===== config.mk =====
export PLATFORM = sky130hd
export DESIGN_NAME = accum_bcd_converter
export DESIGN_NICKNAME = d
export VERILOG_FILES = /design/src/rtl/accum_bcd_converter.sv
export SDC_FILE = /design/constraint.sdc
export NUM_CORES = 1
export LEC_CHECK = 0
export CAP_MARGIN = 40
export CELL_PAD_IN_SITES_DETAIL_PLACEMENT = 1
export CELL_PAD_IN_SITES_GLOBAL_PLACEMENT = 2
export CORE_MARGIN = 5
export CORE_UTILIZATION = 35
export CTS_CLUSTER_SIZE = 28
export DETAILED_ROUTE_END_ITERATION = 10
export PLACE_DENSITY_LB_ADDON = 0.1
export SLEW_MARGIN = 20
export SYNTH_ARGS = -nofsm -noshare
export SYNTH_HDL_FRONTEND = slang
export SYNTH_SLANG_ARGS = --single-unit

===== constraint.sdc =====
create_clock -name clk -period 2 [get_ports clk]
set_input_delay 0.3 -clock clk [delete_from_list [all_inputs] [get_ports clk]]
set_output_delay 0.3 -clock clk [all_outputs]
set_load 0.05 [all_outputs]

===== src/rtl/accum_bcd_converter.sv =====
// Sequential shift-add-3 binary-to-BCD converter with start/busy/done handshake.
// Define BCD_SIGNED_EN to treat bin as two's complement and report its sign.
module accum_bcd_converter #(
  parameter int unsigned N      = 8,
  parameter int unsigned DIGITS = 3
) (
  input  logic                  clk,
  input  logic                  aclr,
  input  logic                  start,
  input  logic [N-1:0]          bin,
  output logic                  busy,
  output logic                  done,
  output logic [4*DIGITS-1:0]   bcd,
  output logic                  overflow,
  output logic                  sign
);

  localparam int unsigned CW = $clog2(N + 1);
  localparam int unsigned BW = 4 * DIGITS;

  localparam logic IDLE  = 1'b0;
  localparam logic SHIFT = 1'b1;

  logic          state;
  logic [CW-1:0] cnt;
  logic [N-1:0]  sreg;
  logic [BW-1:0] digits;
  logic          ovf_sticky;
  logic [BW-1:0] corr;
  logic [BW+N:0] shifted;
  logic [N-1:0]  load_val;
  logic          last;

  // Per-digit correction only; any carry reaches the next digit through the shift.
  always_comb begin
    corr = digits;
    for (int i = 0; i < int'(DIGITS); i++) begin
      if (digits[4*i +: 4] >= 4'd5) begin
        corr[4*i +: 4] = digits[4*i +: 4] + 4'd3;
      end
    end
  end

  // Top bit is the one leaving the highest digit.
  assign shifted = {1'b0, corr, sreg} << 1;
  assign last    = (cnt == CW'(N - 1));
  assign busy    = (state == SHIFT);

`ifdef BCD_SIGNED_EN
  logic sign_lat;
  logic sign_q;

  assign load_val = bin[N-1] ? ({N{1'b0}} - bin) : bin;
  assign sign     = sign_q;

  always_ff @(posedge clk or posedge aclr) begin
    if (aclr) begin
      sign_lat <= 1'b0;
      sign_q   <= 1'b0;
    end else if (state == IDLE && start) begin
      sign_lat <= bin[N-1];
    end else if (state == SHIFT && last) begin
      sign_q <= sign_lat;
    end
  end
`else
  assign load_val = bin;
  assign sign     = 1'b0;
`endif

  always_ff @(posedge clk or posedge aclr) begin
    if (aclr) begin
      state      <= IDLE;
      cnt        <= '0;
      sreg       <= '0;
      digits     <= '0;
      ovf_sticky <= 1'b0;
      done       <= 1'b0;
      bcd        <= '0;
      overflow   <= 1'b0;
    end else begin
      done <= 1'b0;
      case (state)
        IDLE: begin
          if (start) begin
            sreg       <= load_val;
            digits     <= '0;
            ovf_sticky <= 1'b0;
            cnt        <= '0;
            state      <= SHIFT;
          end
        end
        SHIFT: begin
          sreg       <= shifted[N-1:0];
          digits     <= shifted[BW+N-1:N];
          ovf_sticky <= ovf_sticky | shifted[BW+N];
          cnt        <= cnt + CW'(1);
          if (last) begin
            state    <= IDLE;
            done     <= 1'b1;
            bcd      <= shifted[BW+N-1:N];
            overflow <= ovf_sticky | shifted[BW+N];
          end
        end
        default: state <= IDLE;
      endcase
    end
  end

endmodule


Fig. 1: clock wires, drivers and flops
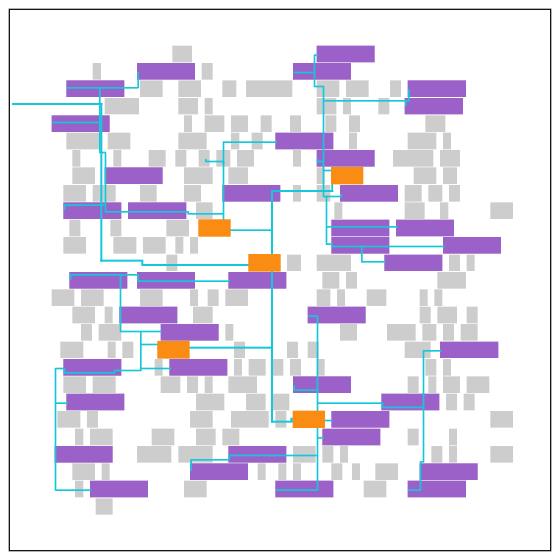
Key: clock wires = cyan [length 543 um]; cells driving clock nets = orange [count 5]; flip-flops = purple [count 40]
Position of the flops: spread over the die.
Clock Power: 0.506 mW
Clock Power Share: 11.8%

Fig. 2: sequential cells grouped by signal name
The bar under the picture is 20 um long. Other sequential cells in the stronger gray, the rest of the logic in the fainter gray.
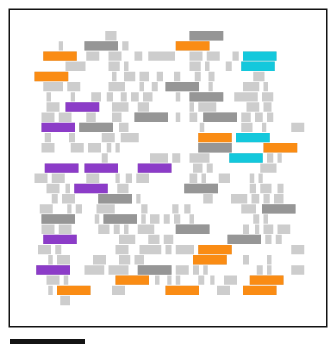
Key: `bcd` = orange [flops 12, where spread over the die]; `cnt` = cyan [flops 4]; `sreg` = purple [flops 8, where middle left]
Another 16 sequential cells are not colored.
sequential power: 1.46 mW
final core utilization: 43.46%
flop share of the area: 42.35%

==> run notes <==
flow finished, numbers: Switch Pwr=1.914 mW, die height=84.39 um, design area=2364 um^2, Synth Register Bits=40, vias=1,402, internal power=2.385 mW, H-tree Lvls=2, WP buf/inv=1, CTS Hold Buffers Added=0, Tightest Hold Check Type=input port to async pin, Detailed Routing Iterations Pass 1=4, Placement Cell Area=2286 um^2, Mapped Nets=~200, Nets=around 230, post-CTS sizing=0, Setup TNS=0 ns, Final WS setup=0.2101 ns, post-detailed-routing wire length=4.379 mm, kind of critical path=flop to output pin, delay-heaviest family, CP=buffers and inverters, Seq share, synth=between 50% and 60%, Num CTS Buffers=5, total gr overflow=0, Root Driver=clkbuf_8, CTS tree=yes, Clock Latency Late Sink=0.29 ns, Placed Cells incl. Taps=~280, final setup vio count=0, DIE WIDTH=84.39 um, fmax=about 0.56 GHz, largest net degree at the start of global routing=about 40, Max Buffers Root-to-Sink=2, Via-to-Cell Ratio=approximately 5.0, final period utilization=between 80 and 90%, sequential share of power=33.9%, ANT cells=0, Max IR drop VDD=0.6002 mV, post-synthesis instance area=1937 um^2, Yosys Chip Area=about 1900 um^2, Hold Worst Slack=0.4415 ns, Max-Cap Viols=0, Initial Util=roughly 36%, Synth Warn #=0, Cells after Synth=182, Cell Type Count=36, outcome=finished clean, antenna violations before repair=0, CP startpoint kind=flop, Power Dens Cells=1819 nW/um^2, final total power=4.299 mW, Port Buffers=25, Pleak=between 1 and 1.5 nW, Clock Sinks=roughly 40, GRT Overall Usage=13.53%, max-slew violation count=0, RSZ-0062 raised after global routing=false, Synth Area per Inst=approximately 11 um^2, combinational share of power=54.3%, max_slew headroom=64.61%, final hold violation count=0, routed len/inst=around 15 um, area delta synth->final=22.03%, DPL Wire Length=approximately 3.2 mm, number of DRC markers in iteration 0=61, skew final=between 0.003 and 0.004 ns, tool warning count=29, global-route wire length before repair=a little under 8 mm, Finished Layout Cells=~280, # Cells Yosys=182, Core ar.=5439 um^2, Top Layout Cells=dfrtp_1 (40), clkdlybuf4s50_1 (24), nand2_1 (23), o21ai_0 (18), mux2i_1 (10), Tmin final=roughly 1.8 ns, post-route DRC violation count=0, Setup WS pre-CTS=a little over 0.3 ns, Setup Fix Bufs, Post-CTS=0, clock-pin slew on the worst setup and hold paths=roughly 0.070 ns, reg2reg start=digits[5]$_DFFE_PP0P_, Worst EP arrival=approximately 1.5 ns, slowest stage delay, CP=about 0.82 ns, Final GP Congestion=between 0.7 and 0.8, crit path DRT=1.70 ns, Final ANT Viol Nets=0
[per-layer routing]
metal	track usage, %	wire length, um	vias to the layer above
li1	-	-	679
met1	16.89	1978	693
met2	22.45	2156	23
met3	4.122	184	7
met4	4.317	60	0
met5	0	0	-
[flip-flops by register name (all words and copies together) (netlist names)]
signal and count:
overflow 1, digits 12, cnt 4, bcd 12
ovf_sticky 1, sreg 8, busy 1, done 1
[power groups by stage]
| stage | Clock (mW) | Sequential, mW | Combinational [mW] |
|---|---|---|---|
| 6_report | 0.506 | 1.46 | 2.34 |
| 5_1_grt | 0.564 | 1.52 | 2.56 |
| 4_1_cts | 0.533 | 1.47 | 2.38 |
| 3_5_place_dp | 0 | 1.48 | 2.37 |
| 3_3_place_gp | 0 | 1.45 | 2.28 |
| 2_1_floorplan | 0 | 1.87 | 1.27 |
[cells by family (layout without fill, tap and decap cells)]
| logic type | Yosys count | after routing | share of synthesized area, % |
|---|---|---|---|
| multiplexers | 16 | 16 | 9.625 |
| buffers and inverters | 19 | 48 | 4.457 |
| other | 1 | 1 | 0.1936 |
| AND-OR/OR-AND | 46 | 46 | 14.92 |
| flip-flops | 40 | 40 | 51.68 |
| adder cells (fa/ha/maj) | 7 | 7 | 4.522 |
| XOR/XNOR | 4 | 4 | 1.809 |
| AND/OR/NAND/NOR | 49 | 49 | 12.79 |
[synthesized netlist by cell type, drive strengths merged]
cell type   n  area, um^2
a21o        4       31.28
nor3        5       25.02
a31o        1       8.760
and2        1       6.260
and2b       1       10.01
nand3       4       32.53
xnor2       4       35.03
nand2      23       86.33
a21oi       9       63.82
a22o        4       35.03
nor2        6       22.52
mux2i      10       100.1
ha          7       87.58
o31ai       1       7.510
nor3b       5       37.54
mux2        6       86.33
conb        1       3.750
buf         6       35.03
o22ai       2       12.51
o21ai      23       115.1
a2bb2oi     1       8.760
a31oi       1       6.260
dfrtp      40        1001
inv        10       40.04
nand4       1       6.260
clkbuf      3       11.26
nand2b      3       21.27
[layout make-up]
type / instances / area [um^2]
clock inverters: 1 / 5.005
clock buffers: 6 / 72.57
repair buffers: 31 / 305.3
multi-input cells: 123 / 849.6
fillers: 630 / 3075
inverters: 10 / 40.04
flip-flops and latches: 40 / 1001
well taps: 72 / 90.09
[worst paths after layout]
| path | end | slack, ns | depth (start not counted) |
|---|---|---|---|
| worst min-delay path | bcd[2]$_DFFE_PP0P_ | 0.44 | 3 |
| worst max register to register | digits[6]$_DFFE_PP0P_ | 0.33 | 6 |
| max in group asynchronous | digits[11]$_DFFE_PP0P_ | 1.20 | 3 |
| worst max-delay path | bcd[5] | 0.21 | 1 |
| worst min register to register | bcd[3]$_DFFE_PP0P_ | 0.49 | 2 |
| min in group clk | bcd[3]$_DFFE_PP0P_ | 0.49 | 2 |
[worst reg2reg max path, cell delays in order (launching register included)]
cell and delay (ns):
dfrtp_1 0.38, inv_1 0.13, ha_1 0.27, nand2b_1 0.12, a21oi_2 0.20, mux2_2 0.36
o21ai_0 0.14
Power and IR drop assume default switching activity.
